### src/rtl/draw_pkg.sv
// Shared constants for the sprite draw arbiter: FSM encodings, requester
// indices, pixel field widths and the erase colour.
package draw_pkg;

  localparam int unsigned COORD_W  = 10;
  localparam int unsigned COLOUR_W = 3;

  localparam int unsigned BALL  = 0;
  localparam int unsigned BRICK = 1;
  localparam int unsigned PLAT  = 2;

  localparam logic [2:0] BLACK = 3'b000;

  localparam logic [2:0] S_IDLE       = 3'd0;
  localparam logic [2:0] S_SCAN       = 3'd1;
  localparam logic [2:0] S_GO         = 3'd2;
  localparam logic [2:0] S_RUN        = 3'd3;
  localparam logic [2:0] S_LOGIC      = 3'd4;
  localparam logic [2:0] S_LOGIC_WAIT = 3'd5;

  localparam logic PH_ERASE = 1'b0;
  localparam logic PH_DRAW  = 1'b1;

endpackage

### src/rtl/rr_pick.sv
// Three-way round-robin picker: first pending requester at or after ptr,
// wrapping mod 3, returned one-hot.
module rr_pick (
  input  logic [2:0] pending,
  input  logic [1:0] ptr,
  output logic [2:0] pick,
  output logic       valid
);

  logic [2:0] rot;
  logic [2:0] sel;

  // Rotate so bit 0 is the requester at ptr, pick lowest, rotate back.
  always_comb begin
    case (ptr)
      2'd1:    rot = {pending[0], pending[2], pending[1]};
      2'd2:    rot = {pending[1], pending[0], pending[2]};
      default: rot = pending;
    endcase

    if (rot[0])      sel = 3'b001;
    else if (rot[1]) sel = 3'b010;
    else if (rot[2]) sel = 3'b100;
    else             sel = 3'b000;

    case (ptr)
      2'd1:    pick = {sel[1], sel[0], sel[2]};
      2'd2:    pick = {sel[0], sel[2], sel[1]};
      default: pick = sel;
    endcase
  end

  assign valid = |pending;

endmodule

### src/rtl/draw_arbiter.sv
// Frame sequencer for three sprite engines: erase pass, game-logic update,
// then draw pass, granting the VGA pixel port round-robin to each requester.
//
// state      | meaning
// IDLE       | waiting for frame_tick
// SCAN       | choose next pending requester, or advance phase
// GO         | one-cycle start pulse to the granted requester
// RUN        | requester owns the pixel port until done or timeout
// LOGIC      | one-cycle logic_go pulse after the erase pass
// LOGIC_WAIT | let game logic settle before the draw pass
module draw_arbiter
  import draw_pkg::*;
#(
  parameter logic [19:0] TIMEOUT      = 20'd1023,
  parameter logic [19:0] LOGIC_CYCLES = 20'd12
) (
  input  logic                  clk,
  input  logic                  resetn,
  input  logic                  frame_tick,
  input  logic [2:0]            req,
  input  logic [2:0]            done,
  input  logic [3*COORD_W-1:0]  x_in,
  input  logic [3*COORD_W-1:0]  y_in,
  input  logic [3*COLOUR_W-1:0] colour_in,
  input  logic [2:0]            wen_in,
  output logic [2:0]            go,
  output logic [2:0]            grant,
  output logic [COORD_W-1:0]    x,
  output logic [COORD_W-1:0]    y,
  output logic [COLOUR_W-1:0]   colour,
  output logic                  writeEn,
  output logic                  erase,
  output logic                  logic_go,
  output logic                  busy,
  output logic                  timeout_err,
  output logic                  overrun_err
);

  localparam logic [19:0] LC_LAST = (LOGIC_CYCLES == 20'd0) ? 20'd0 : LOGIC_CYCLES - 20'd1;

  logic [2:0]  state;
  logic        phase;
  logic [1:0]  ptr;
  logic [2:0]  served;
  logic [2:0]  req_snap;
  logic [19:0] count;

  logic [2:0]  pending;
  logic [2:0]  pick;
  logic        pick_valid;
  logic [1:0]  ptr_next;
  logic        done_hit;
  logic        tmo_hit;

  assign pending  = req_snap & ~served;
  assign done_hit = |(done & grant);
  assign tmo_hit  = (count == TIMEOUT);

  rr_pick u_pick (
    .pending (pending),
    .ptr     (ptr),
    .pick    (pick),
    .valid   (pick_valid)
  );

  always_comb begin
    ptr_next = 2'(BALL);
    if (grant[BALL])       ptr_next = 2'(BRICK);
    else if (grant[BRICK]) ptr_next = 2'(PLAT);
  end

  always_ff @(posedge clk or negedge resetn) begin
    if (!resetn) begin
      state       <= S_IDLE;
      phase       <= PH_ERASE;
      ptr         <= 2'd0;
      served      <= 3'b000;
      req_snap    <= 3'b000;
      count       <= 20'd0;
      grant       <= 3'b000;
      timeout_err <= 1'b0;
      overrun_err <= 1'b0;
    end else begin
      if (frame_tick && state != S_IDLE) overrun_err <= 1'b1;

      case (state)
        S_IDLE: begin
          if (frame_tick) begin
            req_snap <= req;
            served   <= 3'b000;
            phase    <= PH_ERASE;
            state    <= S_SCAN;
          end
        end
        S_SCAN: begin
          if (pick_valid) begin
            grant <= pick;
            state <= S_GO;
          end else if (phase == PH_ERASE) begin
            state <= S_LOGIC;
          end else begin
            state <= S_IDLE;
          end
        end
        S_GO: begin
          count <= 20'd0;
          state <= S_RUN;
        end
        S_RUN: begin
          if (done_hit || tmo_hit) begin
            served <= served | grant;
            ptr    <= ptr_next;
            grant  <= 3'b000;
            state  <= S_SCAN;
            // done wins a tie with the timeout
            if (!done_hit) timeout_err <= 1'b1;
          end else begin
            count <= count + 20'd1;
          end
        end
        S_LOGIC: begin
          count <= 20'd0;
          state <= S_LOGIC_WAIT;
        end
        S_LOGIC_WAIT: begin
          if (count >= LC_LAST) begin
            phase  <= PH_DRAW;
            served <= 3'b000;
            count  <= 20'd0;
            state  <= S_SCAN;
          end else begin
            count <= count + 20'd1;
          end
        end
        default: state <= S_IDLE;
      endcase
    end
  end

  assign go       = (state == S_GO) ? grant : 3'b000;
  assign logic_go = (state == S_LOGIC);
  assign busy     = (state != S_IDLE);
  assign erase    = (state != S_IDLE) && (phase == PH_ERASE);

  always_comb begin
    x       = '0;
    y       = '0;
    colour  = BLACK;
    writeEn = 1'b0;
    if (state == S_RUN) begin
      for (int i = 0; i < 3; i++) begin
        if (grant[i]) begin
          x       = x_in[i*COORD_W +: COORD_W];
          y       = y_in[i*COORD_W +: COORD_W];
          colour  = erase ? BLACK : colour_in[i*COLOUR_W +: COLOUR_W];
          writeEn = wen_in[i];
        end
      end
    end
  end

endmodule

### config.mk
export PLATFORM = sky130hd
export DESIGN_NAME = draw_arbiter
export DESIGN_NICKNAME = d
export VERILOG_FILES = /design/src/rtl/draw_pkg.sv /design/src/rtl/rr_pick.sv /design/src/rtl/draw_arbiter.sv
export SDC_FILE = /design/constraint.sdc
export NUM_CORES = 1
export LEC_CHECK = 0
export CAP_MARGIN = 15
export CELL_PAD_IN_SITES_DETAIL_PLACEMENT = 1
export CELL_PAD_IN_SITES_GLOBAL_PLACEMENT = 1
export CORE_MARGIN = 2
export CORE_UTILIZATION = 30
export CTS_CLUSTER_DIAMETER = 150
export CTS_CLUSTER_SIZE = 14
export DETAILED_ROUTE_END_ITERATION = 10
export HOLD_SLACK_MARGIN = 0.08
export MAX_ROUTING_LAYER = met4
export PLACE_DENSITY_LB_ADDON = 0.12
export SLEW_MARGIN = 0
export SYNTH_ARGS = -nofsm -noshare
export SYNTH_HDL_FRONTEND = slang
export SYNTH_SLANG_ARGS = --single-unit
### constraint.sdc
create_clock -name clk -period 2.5 [get_ports clk]
set_clock_uncertainty 0.2 [all_clocks]
set_input_delay 0.75 -clock clk [delete_from_list [all_inputs] [get_ports clk]]
set_output_delay 0.75 -clock clk [all_outputs]
set_load 0.05 [all_outputs]
Figure 1. Cell placement.
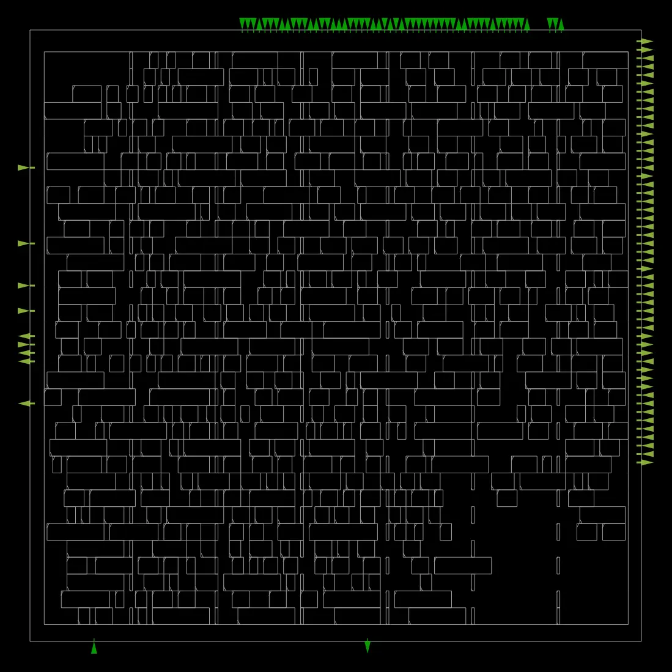
fin util: 58.6%
Core Rows: 34

Figure 2. M3 wires.
Bar = 20 um.
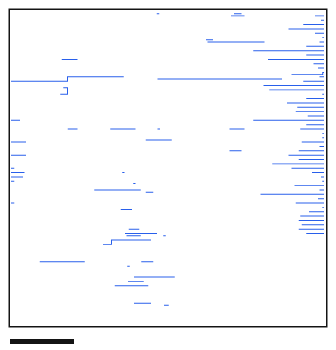
wire length on this layer	609 um
share of all routed wire	5.1%
main direction	horizontal
longest straight run	38.6 um

==> flow_summary.ini <==
; yosys + openroad results
[timing]
postLayoutSetupSlackWorst_ps = -151
timing.final.setup_violations = 24
rsz0062_at_grt = true

[critical_path]
cpPeakStageDelay_ps = 450
worst_r2r_endpoint = ptr[0]
cp_common_cell = buf_12
critPathArrivalTime_ps = 1700
cp_num_cells = 7
timing.critical_path.to = x[9]

[layout]
final.signal_inverter_count = 5
instances_no_fill = 600
synthToLayoutAreaGrowth_pct = 89.7
fill_cells = 991
diodes = 0
bufAreaShareNonClock_pct = 34.8

[grt]
global_route.usage.met3_pct = 3.83
grt.busiest_layer = met2

[yosys]
yosys.area_share.simple_pct = 30.8
yosys-stat-cells = 348
ys_top_logic_family = simple AND/OR/NAND/NOR gates
xor_share_pct = 2.93
yosysTopAreaCell = dfrtp_1
synth_dominant_cell_count = nor2_1

[power_and_ir_drop]
clock_power_share_pct = 8.8
report.power.total_uw = 6390
power-per-cell-area_nw_per_um2 = 1250
peakVddDrop_v = 0.000540
powerComb_uw = 4980
switching_portion_of_total_power_pct = 49.2
comb_power_share_pct = 77.9

[clock_network]
cts-root-buf = clkbuf_8
post-cts-setup-buffers = 7
worst_setup_hold_path_clk_slew_ps = 80
holdBufCountCts = 0
clock_tree.htree_level_count = 2

[outcome]
violated_checks = negative setup slack
status = finished, violations left

[placed_design]
hpwl_um = 8500
post_dp_cell_area_um2 = 4650
io_buffers = 115

[die]
io-pin-count = 116
chip_area_um2 = 9750

[routing]
route.vias.total = 3364
detail_route.drc_violations = 0
post_drt_via_cell_ratio = 5.61

[run]
maxCapViolations = 0
Figure 3. Routed metal, one color a layer.
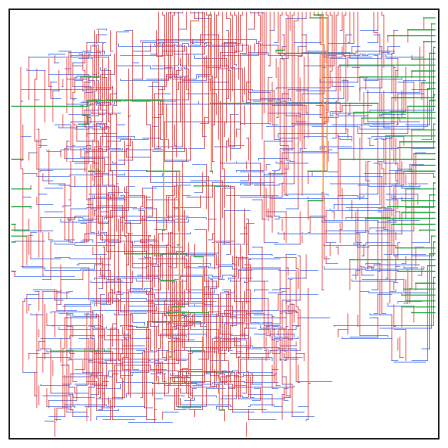
color	layer	wire length
blue	met1	4720 um
orange	met4	234 um
red	met2	6370 um
green	met3	609 um

Figure 4. Zoomed window.
Window x 29 to 69, y 10 to 50 um. Cells in gray, sequential cells in the stronger gray; small squares are vias.
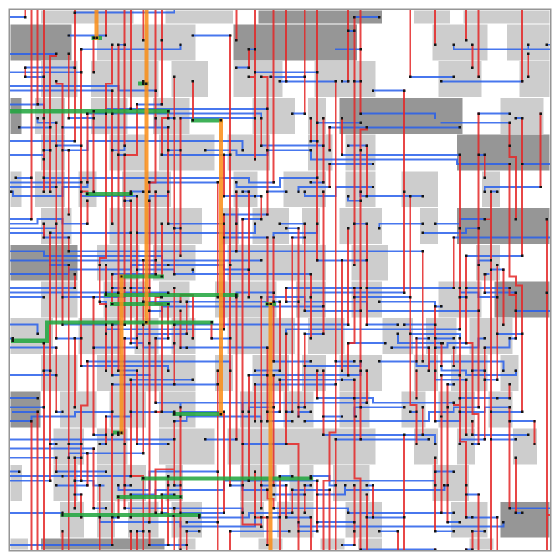
color	layer
red	met2
blue	met1
orange	met4
green	met3
sequential cells in the window	5
cells with their middle in the window	103
netlist names of flops here include	count (5)
most frequent	buf_4 (14), nor2_1 (7)

Power and IR drop assume default switching activity.
